### Gate families picked out

Bar = 10 microns.
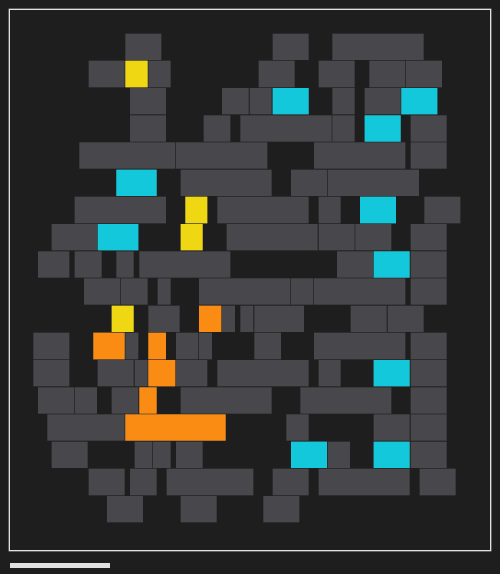
### Power grid

Pins as bars on the die edge. Tap cells in gray.
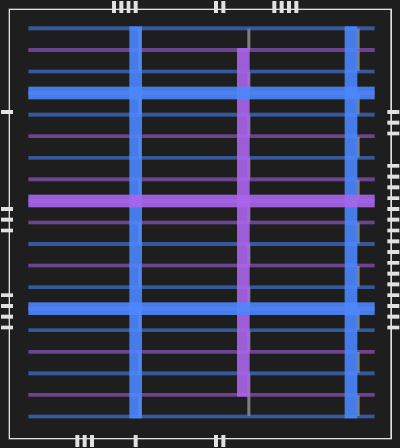
### Clock distribution

Bar = 10 microns.
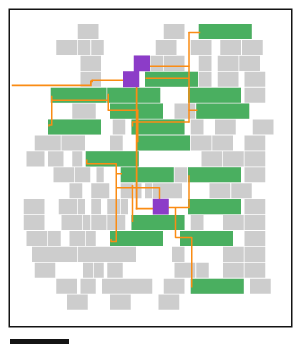
[src/rtl/skut_pkg.sv]
// -----------------------------------------------------------------------------
// skut_pkg
// Shared constants and types for the SKUT frame-buffer ping-pong sequencer.
//   SKUT_FRAME_LEN : bytes per SKUT frame (addresses 0..SKUT_FRAME_LEN-1)
//   SKUT_ADDR_W    : frame buffer address width
//   SKUT_IDLE_BYTE : byte driven to the DAC while no valid frame has been read
//   wstate_e       : writer side state (FILL = accepting bytes, WAIT = bank full)
//   bank_t         : frame buffer bank index (bank 0 / bank 1)
// -----------------------------------------------------------------------------
package skut_pkg;

  localparam int unsigned SKUT_FRAME_LEN = 128;
  localparam int unsigned SKUT_ADDR_W    = 7;
  localparam logic [7:0]  SKUT_IDLE_BYTE = 8'h00;

  typedef enum logic {
    FILL = 1'b0,
    WAIT = 1'b1
  } wstate_e;

  typedef logic bank_t;

endpackage

[src/rtl/skut_rdsel_pipe.sv]
// -----------------------------------------------------------------------------
// skut_rdsel_pipe
// Read-side bank select for a dual-bank buffer with RD_LAT cycles of read
// latency. The bank index and a valid flag are delayed so that they line up
// with the buffer read data, then the selected bank's data (or IDLE_BYTE when
// the delayed valid is low) is registered onto o_data.
// Parameters:
//   RD_LAT    : buffer read latency in clock cycles (1..3)
//   IDLE_BYTE : output byte while the delayed valid flag is low
// Ports:
//   clk      : clock
//   reset_n  : asynchronous active-low reset, clears the pipe and o_data
//   i_bank   : bank being read this cycle
//   i_valid  : bank holds a valid frame this cycle
//   i_q0     : bank 0 read data
//   i_q1     : bank 1 read data
//   o_data   : registered selected byte (total latency RD_LAT+1 from the read)
// -----------------------------------------------------------------------------
module skut_rdsel_pipe
  import skut_pkg::*;
#(
  parameter int unsigned RD_LAT    = 1,
  parameter logic [7:0]  IDLE_BYTE = SKUT_IDLE_BYTE
) (
  input  logic       clk,
  input  logic       reset_n,
  input  bank_t      i_bank,
  input  logic       i_valid,
  input  logic [7:0] i_q0,
  input  logic [7:0] i_q1,
  output logic [7:0] o_data
);

  logic [RD_LAT-1:0] r_bank_pipe;
  logic [RD_LAT-1:0] r_valid_pipe;
  logic [7:0]        r_data;
  logic              w_bank_dly;
  logic              w_valid_dly;
  logic [7:0]        w_data_d;

  assign w_bank_dly  = r_bank_pipe[RD_LAT-1];
  assign w_valid_dly = r_valid_pipe[RD_LAT-1];

  always_comb begin
    w_data_d = IDLE_BYTE;
    if (w_valid_dly) begin
      w_data_d = w_bank_dly ? i_q1 : i_q0;
    end
  end

  always_ff @(posedge clk or negedge reset_n) begin
    if (!reset_n) begin
      r_bank_pipe  <= '0;
      r_valid_pipe <= '0;
      r_data       <= IDLE_BYTE;
    end else begin
      r_bank_pipe[0]  <= i_bank;
      r_valid_pipe[0] <= i_valid;
      for (int unsigned i = 1; i < RD_LAT; i++) begin
        r_bank_pipe[i]  <= r_bank_pipe[i-1];
        r_valid_pipe[i] <= r_valid_pipe[i-1];
      end
      r_data <= w_data_d;
    end
  end

  assign o_data = r_data;

endmodule

[src/rtl/skut_pingpong_ctrl.sv]
// -----------------------------------------------------------------------------
// skut_pingpong_ctrl
// Sequencer for the two SKUT frame buffers between the SKUT frame former
// (writer) and the DAC distributor (reader). Owns bank assignment, buffer
// write/read enables, the bank swap at reader frame boundaries and the read
// data mux to the DAC. Reports writer overrun and reader underrun.
//
// Optional feature (macro SKUT_PINGPONG_STATS_EN): adds saturating 16-bit
// event counters ovr_cnt / udr_cnt, cleared on reset.
//
// Ports:
//   clk        : system clock (clk80 domain)
//   reset_n    : asynchronous active-low reset
//   wr_en      : writer byte strobe
//   wr_addr    : writer byte address
//   rd_sync    : one-cycle pulse, reader frame start
//   rd_en      : reader fetching a byte this cycle
//   buf0_wren  : bank 0 write enable      buf1_wren : bank 1 write enable
//   buf0_rden  : bank 0 read enable       buf1_rden : bank 1 read enable
//   buf0_q     : bank 0 read data         buf1_q    : bank 1 read data
//   dac_data   : byte to DAC (RD_LAT+1 cycles after rd_en)
//   rd_bank    : bank currently being read
//   overrun    : one-cycle pulse, writer frame dropped because no bank was free
//   underrun   : one-cycle pulse, rd_sync with no new full frame (frame replayed)
//   ovr_cnt    : overrun count  (SKUT_PINGPONG_STATS_EN only)
//   udr_cnt    : underrun count (SKUT_PINGPONG_STATS_EN only)
// -----------------------------------------------------------------------------
module skut_pingpong_ctrl
  import skut_pkg::*;
#(
  parameter int unsigned FRAME_LEN = SKUT_FRAME_LEN,
  parameter int unsigned ADDR_W    = SKUT_ADDR_W,
  parameter int unsigned RD_LAT    = 1,
  parameter logic [7:0]  IDLE_BYTE = SKUT_IDLE_BYTE
) (
  input  logic              clk,
  input  logic              reset_n,
  input  logic              wr_en,
  input  logic [ADDR_W-1:0] wr_addr,
  input  logic              rd_sync,
  input  logic              rd_en,
  output logic              buf0_wren,
  output logic              buf1_wren,
  output logic              buf0_rden,
  output logic              buf1_rden,
  input  logic [7:0]        buf0_q,
  input  logic [7:0]        buf1_q,
  output logic [7:0]        dac_data,
  output logic              rd_bank,
  output logic              overrun,
  output logic              underrun
`ifdef SKUT_PINGPONG_STATS_EN
  ,
  output logic [15:0]       ovr_cnt,
  output logic [15:0]       udr_cnt
`endif
);

  localparam logic [ADDR_W-1:0] LastAddr = ADDR_W'(FRAME_LEN - 1);

  wstate_e r_wstate;
  bank_t   r_wr_bank;
  bank_t   r_rd_bank;
  logic    r_rd_valid;
  logic    r_aligned;   // writer is inside a frame that started at address 0
  logic    r_ovr_seen;  // overrun already reported for the current WAIT period
  logic    r_overrun;
  logic    r_underrun;

  logic w_fill;
  logic w_addr0;
  logic w_wr_ok;
  logic w_frame_done;
  logic w_swap;
  logic w_underrun;
  logic w_overrun;

  assign w_fill  = (r_wstate == FILL);
  assign w_addr0 = (wr_addr == '0);

  // A byte is accepted only while filling, and only once the writer has been
  // seen at address 0 since reset, the last frame end, or the last swap.
  assign w_wr_ok      = wr_en & w_fill & (r_aligned | w_addr0);
  assign w_frame_done = w_wr_ok & (wr_addr == LastAddr);

  // Swap when a full frame is waiting, or when it completes in this very
  // cycle: the last byte still lands in the old write bank.
  assign w_swap     = rd_sync & (~w_fill | w_frame_done);
  assign w_underrun = rd_sync & ~w_swap & r_rd_valid;
  assign w_overrun  = wr_en & ~w_fill & w_addr0 & ~r_ovr_seen;

  assign buf0_wren = w_wr_ok & (r_wr_bank == 1'b0);
  assign buf1_wren = w_wr_ok & (r_wr_bank == 1'b1);
  assign buf0_rden = rd_en & (r_rd_bank == 1'b0);
  assign buf1_rden = rd_en & (r_rd_bank == 1'b1);

  always_ff @(posedge clk or negedge reset_n) begin
    if (!reset_n) begin
      r_wstate   <= FILL;
      r_wr_bank  <= 1'b0;
      r_rd_bank  <= 1'b1;
      r_rd_valid <= 1'b0;
      r_aligned  <= 1'b0;
      r_ovr_seen <= 1'b0;
      r_overrun  <= 1'b0;
      r_underrun <= 1'b0;
    end else begin
      r_overrun  <= w_overrun;
      r_underrun <= w_underrun;
      if (w_swap) begin
        r_rd_bank  <= r_wr_bank;
        r_wr_bank  <= r_rd_bank;
        r_wstate   <= FILL;
        r_rd_valid <= 1'b1;
        // The writer may be mid-frame; wait for its next address 0.
        r_aligned  <= 1'b0;
        r_ovr_seen <= 1'b0;
      end else begin
        if (w_frame_done) begin
          r_wstate  <= WAIT;
          r_aligned <= 1'b0;
        end else if (w_wr_ok) begin
          r_aligned <= 1'b1;
        end
        if (w_overrun) begin
          r_ovr_seen <= 1'b1;
        end
      end
    end
  end

  assign rd_bank  = r_rd_bank;
  assign overrun  = r_overrun;
  assign underrun = r_underrun;

  skut_rdsel_pipe #(
    .RD_LAT    (RD_LAT),
    .IDLE_BYTE (IDLE_BYTE)
  ) u_rdsel_pipe (
    .clk     (clk),
    .reset_n (reset_n),
    .i_bank  (r_rd_bank),
    .i_valid (r_rd_valid),
    .i_q0    (buf0_q),
    .i_q1    (buf1_q),
    .o_data  (dac_data)
  );

`ifdef SKUT_PINGPONG_STATS_EN
  logic [15:0] r_ovr_cnt;
  logic [15:0] r_udr_cnt;

  // Counters advance on the same edge that raises the matching pulse.
  always_ff @(posedge clk or negedge reset_n) begin
    if (!reset_n) begin
      r_ovr_cnt <= '0;
      r_udr_cnt <= '0;
    end else begin
      if (w_overrun && (r_ovr_cnt != 16'hFFFF)) begin
        r_ovr_cnt <= r_ovr_cnt + 16'd1;
      end
      if (w_underrun && (r_udr_cnt != 16'hFFFF)) begin
        r_udr_cnt <= r_udr_cnt + 16'd1;
      end
    end
  end

  assign ovr_cnt = r_ovr_cnt;
  assign udr_cnt = r_udr_cnt;
`endif

endmodule
[config.mk]
export PLATFORM = sky130hd
export DESIGN_NAME = skut_pingpong_ctrl
export DESIGN_NICKNAME = d
export VERILOG_FILES = /design/src/rtl/skut_pkg.sv /design/src/rtl/skut_rdsel_pipe.sv /design/src/rtl/skut_pingpong_ctrl.sv
export SDC_FILE = /design/constraint.sdc
export NUM_CORES = 1
export LEC_CHECK = 0
export CAP_MARGIN = 20
export CORE_AREA = 2 2 46 52
export DETAILED_ROUTE_END_ITERATION = 10
export DIE_AREA = 0 0 48 54
export PLACE_DENSITY_LB_ADDON = 0.25
export SYNTH_ARGS = -nofsm -noshare
export SYNTH_HDL_FRONTEND = slang
export SYNTH_SLANG_ARGS = --single-unit
[constraint.sdc]
create_clock -name clk -period 3.21 [get_ports clk]
set_clock_uncertainty 0.15 [all_clocks]
set_input_delay 0.642 -clock clk [delete_from_list [all_inputs] [get_ports clk]]
set_output_delay 0.642 -clock clk [all_outputs]
set_load 0.02 [all_outputs]
==> results.json <==
{
  "outcome": "complete, no violations",
  "nNonClkInverters": 2,
  "cts_tree": "yes",
  "synthCells": 64,
  "synth.distinct_cells": 25,
  "largest_reg_flops": 8,
  "grt_pass1_vias": 621,
  "required_ps": 2420,
  "cellLeakagePower_nw": 0.6096,
  "drt-met1-wl_microns": 639,
  "cts_max_level": 1,
  "comb_area_sq_um": 356.6,
  "cts_setup_buffers": 0,
  "relSlewSlack": 0.4937,
  "fin_area_sq_mm": 0.001341,
  "fill_cells": 184,
  "endpoint": "buf1_wren",
  "ff_type": "dfrtp_1",
  "fin_util": 0.6269,
  "yosys.area_share.aoi": 0.09466,
  "worstSkewPairLatency_ps": 290,
  "ys.flops": 18,
  "diodes": 0,
  "track_usage": 0.1374,
  "combPwrFrac": 0.170,
  "yosys_area_sq_um": 819.5,
  "nClkBuffers": 4,
  "r2r_cells": 5,
  "drive_above_1_share": 0.1416,
  "hpwl_microns": 1292,
  "synthMuxAreaShare": 0.1252,
  "die_area_sq_mm": 0.002592,
  "drt_iter0_markers": 8,
  "nets": 142,
  "grt_max_degree": 19,
  "cts_made_buffers": 3,
  "syn_area_per_cell_sq_um": 12.81,
  "min_from": "r_rd_valid",
  "clockNetworkAreaShare": 0.02705,
  "hold_end": "u_rdsel_pipe.r_valid_pipe",
  "flop_area_sq_um": 451.7,
  "seq_power_share": 0.526,
  "cts_resized": 1,
  "cts.clk_slew.worst_paths_ps": 100,
  "via_per_inst": 4.615,
  "adder_share": 0,
  "synth_top_area_share": 0.5191,
  "rows": 18,
  "power-top-group": "registers",
  "root_buffer": "clkbuf_4",
  "cap_violations": 0,
  "p_int_w": 0.0003481,
  "initCoreUtil": 0.3830,
  "cp_cell_sequence": "clkdlybuf4s50_1, nor4b_4, a21oi_2, nor3b_1, dlygate4sd2_1",
  "ant_nets": 0,
  "cp_slowest_cell": "clkdlybuf4s50_1",
  "highest_layer": "met4",
  "hold_class": "flip-flop to flip-flop",
  "rsz0062_at_grt": "no",
  "max_freq_ghz": 0.3383,
  "synth-edff-count": 0,
  "area_growth_syn_to_layout_pct": 63.66,
  "period_used_share": 0.9208,
  "core_area_sq_mm": 0.002140,
  "dp.cells": 139,
  "drc": 0,
  "synth_area_sq_um": 819.5,
  "top_usage_layer": "met2",
  "layout_min_cycle_time_ps": 2956,
  "cp_slowest_stage_delay_ps": 470,
  "async_flop_share": 1.000,
  "finalSetupViolCount": 0,
  "wirelength_microns": 1571,
  "worst-r2r-setup-slack_ps": 1400,
  "endpoint_kind": "output pin",
  "power_frac_clock": 0.304,
  "cp_num_cells": 5,
  "critPathLaunch": "wr_addr[0]",
  "met3_usage": 0.03691,
  "p_seq_w": 0.000234,
  "synth_warnings": 0
}
Back to the opening pictures, 'Gate families picked out':
Key: cyan = multiplexers [cells 10, most used mux2i_1]; orange = inverting AOI/OAI gates [cells 6, most used a21oi_1]; yellow = AND and OR gates [cells 4, most used and2_1]
Comb area share: 0.2659
Post-Layout Cell Count: 143
Top cell excl fill/tap: clkdlybuf4s50_1

Back to the opening pictures, 'Power grid':
Key: blue = VSS; purple = VDD
3 straps on met5. 19 met1 rails follow the rows. 43 signal pins sit on the boundary.

Back to the opening pictures, 'Clock distribution':
Key: green = flip-flops [count 18]; purple = cells driving clock nets [count 3]; orange = clock wires [length 185 microns]
There are 4 routed clock nets.

Power figures rest on the tool's default switching activity, not on a simulated workload.
